## config.mk

```make
export PLATFORM = sky130hd
export DESIGN_NAME = mux_arbiter_4x1_flat
export DESIGN_NICKNAME = d
export VERILOG_FILES = /design/src/rtl/mux_arbiter_4x1_if.sv /design/src/rtl/mux_arbiter_4x1.sv /design/src/flat_wrapper.sv
export SDC_FILE = /design/constraint.sdc
export NUM_CORES = 1
export LEC_CHECK = 0
export ABC_CLOCK_PERIOD_IN_PS = 2800
export CORE_MARGIN = 8
export CORE_UTILIZATION = 37
export DETAILED_ROUTE_END_ITERATION = 6
export GPL_ROUTABILITY_DRIVEN = 0
export GPL_TIMING_DRIVEN = 0
export HOLD_SLACK_MARGIN = 0.1
export MAX_ROUTING_LAYER = met4
export PLACE_DENSITY = 0.89
export SLEW_MARGIN = 10
export SYNTH_ARGS = -nofsm -noshare
export SYNTH_HDL_FRONTEND = slang
export SYNTH_SLANG_ARGS = --single-unit
```

## constraint.sdc

```tcl
create_clock -name clk -period 2.8 [get_ports clk]
set_clock_uncertainty 0.05 [all_clocks]
set_input_delay 0.56 -clock clk [delete_from_list [all_inputs] [get_ports clk]]
set_output_delay 0.56 -clock clk [all_outputs]
set_load 0.02 [all_outputs]
```

## src/rtl/mux_arbiter_4x1_if.sv

```systemverilog
// mux_arbiter_4x1_if: request, source data, grant and output bus bundle for the operand mux arbiter.
interface mux_arbiter_4x1_if #(parameter int WIDTH = 16);
    logic [3:0]       req;
    logic [WIDTH-1:0] val1, val2, val3, val4;
    logic [3:0]       grant;
    logic [1:0]       Sel;
    logic [WIDTH-1:0] bus_out;
    logic             bus_valid;
    modport master (output req, val1, val2, val3, val4, input grant, Sel, bus_out, bus_valid);
    modport slave (input req, val1, val2, val3, val4, output grant, Sel, bus_out, bus_valid);
endinterface

```

## src/rtl/mux_arbiter_4x1.sv

```systemverilog
// mux_arbiter_4x1: round-robin owner arbitration for the shared 4:1 operand mux with a registered output bus.
// Define ARB_TIMEOUT_EN to bound each ownership to MAX_HOLD cycles and mask the timed-out requester until it drops req.
module mux_arbiter_4x1 #(
    parameter int WIDTH    = 16,
    parameter int MAX_HOLD = 8
) (
    input logic             clk,
    input logic             rst,
    mux_arbiter_4x1_if.slave bus
);
    typedef enum logic {IDLE, GRANT} state_t;

    if (MAX_HOLD < 1 || MAX_HOLD > 255) begin : g_bad_max_hold
        $error("MAX_HOLD must be in 1..255");
    end

    state_t           state, state_n;
    logic [1:0]       last, last_n, win, idx, sel_n;
    logic [3:0]       elig, grant_n, mask;
    logic             found, drop, revoke;
    logic [WIDTH-1:0] word;

`ifdef ARB_TIMEOUT_EN
    logic [7:0] hold, hold_n;
    logic [3:0] mask_n;
    assign revoke = state == GRANT && bus.req[last] && hold == 8'(MAX_HOLD);
`else
    assign mask   = '0;
    assign revoke = 1'b0;
`endif

    always_comb begin
        elig  = bus.req & ~mask;
        win   = last;
        idx   = '0;
        found = 1'b0;
        for (int k = 1; k <= 4; k++) begin
            idx = last + 2'(k);
            if (!found && elig[idx]) begin
                win   = idx;
                found = 1'b1;
            end
        end
        drop    = !bus.req[last] || revoke;
        state_n = state;
        grant_n = bus.grant;
        sel_n   = bus.Sel;
        last_n  = last;
        if (state == IDLE) begin
            if (found) begin
                state_n = GRANT;
                grant_n = 4'b0001 << win;
                sel_n   = win;
                last_n  = win;
            end
        end else if (drop) begin
            state_n = IDLE;
            grant_n = '0;
        end
        word = bus.Sel == 2'd0 ? bus.val1 :
               bus.Sel == 2'd1 ? bus.val2 :
               bus.Sel == 2'd2 ? bus.val3 : bus.val4;
    end

    always_ff @(posedge clk) begin
        if (rst) begin
            state         <= IDLE;
            last          <= 2'd3;
            bus.grant     <= '0;
            bus.Sel       <= '0;
            bus.bus_out   <= '0;
            bus.bus_valid <= 1'b0;
        end else begin
            state         <= state_n;
            last          <= last_n;
            bus.grant     <= grant_n;
            bus.Sel       <= sel_n;
            bus.bus_out   <= word;
            bus.bus_valid <= |bus.grant;
        end
    end

`ifdef ARB_TIMEOUT_EN
    // Mask bits clear as soon as their req is seen low; the owner is masked only on a forced revoke.
    always_comb begin
        hold_n = state == IDLE ? (found ? 8'd1 : hold) : (drop ? hold : hold + 8'd1);
        mask_n = (mask & bus.req) | (revoke ? bus.grant : 4'b0000);
    end

    always_ff @(posedge clk) begin
        if (rst) begin
            hold <= '0;
            mask <= '0;
        end else begin
            hold <= hold_n;
            mask <= mask_n;
        end
    end
`endif
endmodule

```

## src/flat_wrapper.sv

```systemverilog
// flat-port wrapper written by rule: the top's interface ports become plain ports
module mux_arbiter_4x1_flat 
#(
    parameter int WIDTH    = 16,
    parameter int MAX_HOLD = 8
)
  (clk, rst, bus_req, bus_val1, bus_val2, bus_val3, bus_val4, bus_grant, bus_Sel, bus_bus_out, bus_bus_valid);
  mux_arbiter_4x1_if #(.WIDTH(WIDTH)) bus_i ();
  input logic clk;
  input logic rst;
  input wire logic [$bits(bus_i.req)-1:0] bus_req;
  input wire logic [$bits(bus_i.val1)-1:0] bus_val1;
  input wire logic [$bits(bus_i.val2)-1:0] bus_val2;
  input wire logic [$bits(bus_i.val3)-1:0] bus_val3;
  input wire logic [$bits(bus_i.val4)-1:0] bus_val4;
  output wire logic [$bits(bus_i.grant)-1:0] bus_grant;
  output wire logic [$bits(bus_i.Sel)-1:0] bus_Sel;
  output wire logic [$bits(bus_i.bus_out)-1:0] bus_bus_out;
  output wire logic [$bits(bus_i.bus_valid)-1:0] bus_bus_valid;
  assign bus_i.req = bus_req;
  assign bus_i.val1 = bus_val1;
  assign bus_i.val2 = bus_val2;
  assign bus_i.val3 = bus_val3;
  assign bus_i.val4 = bus_val4;
  assign bus_grant = bus_i.grant;
  assign bus_Sel = bus_i.Sel;
  assign bus_bus_out = bus_i.bus_out;
  assign bus_bus_valid = bus_i.bus_valid;
  mux_arbiter_4x1 #(.WIDTH(WIDTH), .MAX_HOLD(MAX_HOLD)) u_core (.clk(clk), .rst(rst), .bus(bus_i));
endmodule
```

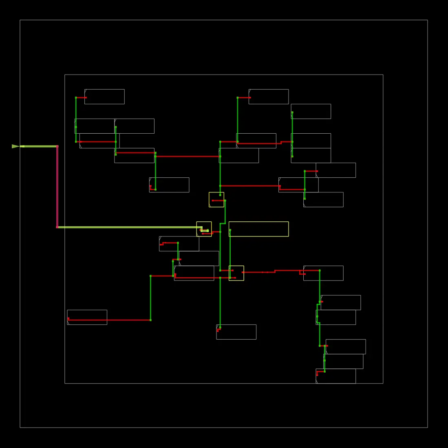
*Clock nets*
CLK BUF: 3
clock sink total: 26
Seq cells: 26

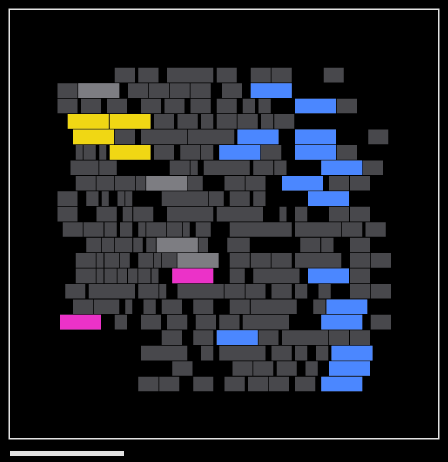
*Where the registers sit*
Bar = 20 µm. Other sequential cells in the stronger gray, the rest of the logic in the fainter gray.
[yellow] u_core.bus.grant | sequential cells: 4 | where: north-west
[blue] u_core.bus.bus_out | sequential cells: 16
[magenta] u_core.last | sequential cells: 2

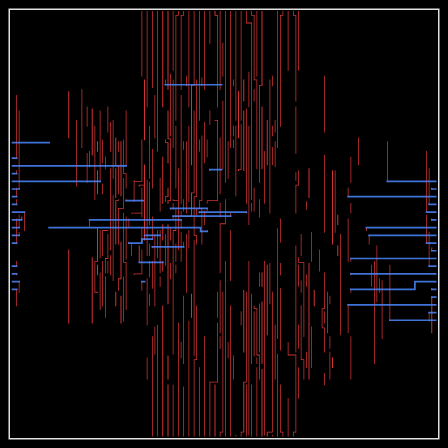
*Routed metal, one color a layer*
Only two layers are drawn.
[red] M2 | wire length: 2700 µm
[blue] M3 | wire length: 285 µm

power by group:
| group | internal, W | switching (W) | total (W) |
|---|---|---|---|
| clock | 0.000145 | 0.000113 | 0.000257 |
| sequential | 0.000413 | 0.0000219 | 0.000435 |
| combinational | 0.000254 | 0.000163 | 0.000417 |
flip-flops by register name (all words and copies together), names as in the netlist:
name and flops:
u_core.bus.Sel 2, u_core.bus.bus_valid 1, u_core.bus.grant 4, u_core.bus.bus_out 16, u_core.last 2, u_core.state 1
layer usage:
metal,share of wire (%),vias up,global-route usage [%]
met4,0.93,0,3.838
met3,6.0,6,3.553
li1,-,592,-
met5,0,-,-
met2,57,56,32.69
met1,36,597,16.59
==> metrics.csv <==
stage;metric;value;unit
outcome;outcome;completed;
job;OpenROAD warning count;26;
clock_network;Post-CTS Hold Buffers;0;
yosys;Flops after synth;26;
floorplan;Die Footprint;5684;µm²
floorplan;IO Pins;93;
timing;RSZ-0062 raised after global routing;false;
clock_network;Root Buffer;clkbuf_4;
finish;bufs w/o clock;97;
finish;final cell count without fillers;248;
detailed_routing;DRT Pass-1 Iters;4;
clock_network;H-tree depth;1;
yosys;top cells by count, synth;dfxtp_1, mux4_2, and2_1, nor2_1, inv_1;
finish;sequential share of cell area;22.38;%
global_route;vias in the first global route;1441;
timing;final setup margin;0.8342;ns
clock_network;worst skew pair latency;0.32;ns
yosys;# Cells Yosys;107;
finish;Non-clk invs;5;
yosys;Adder Share, Synth;0;%
timing;Hold WS;0.4014;ns
yosys;Yosys Warn Count;0;
timing;Tcrit/Tclk final;70.21;%
yosys;count leader, synth;dfxtp_1;
global_route;GR Util All Layers;16.85;%
yosys;area of the mapped netlist;1305;µm²
floorplan;Initial Util;38.80;%
No activity file was given, so power comes from the tool's default toggle rates.
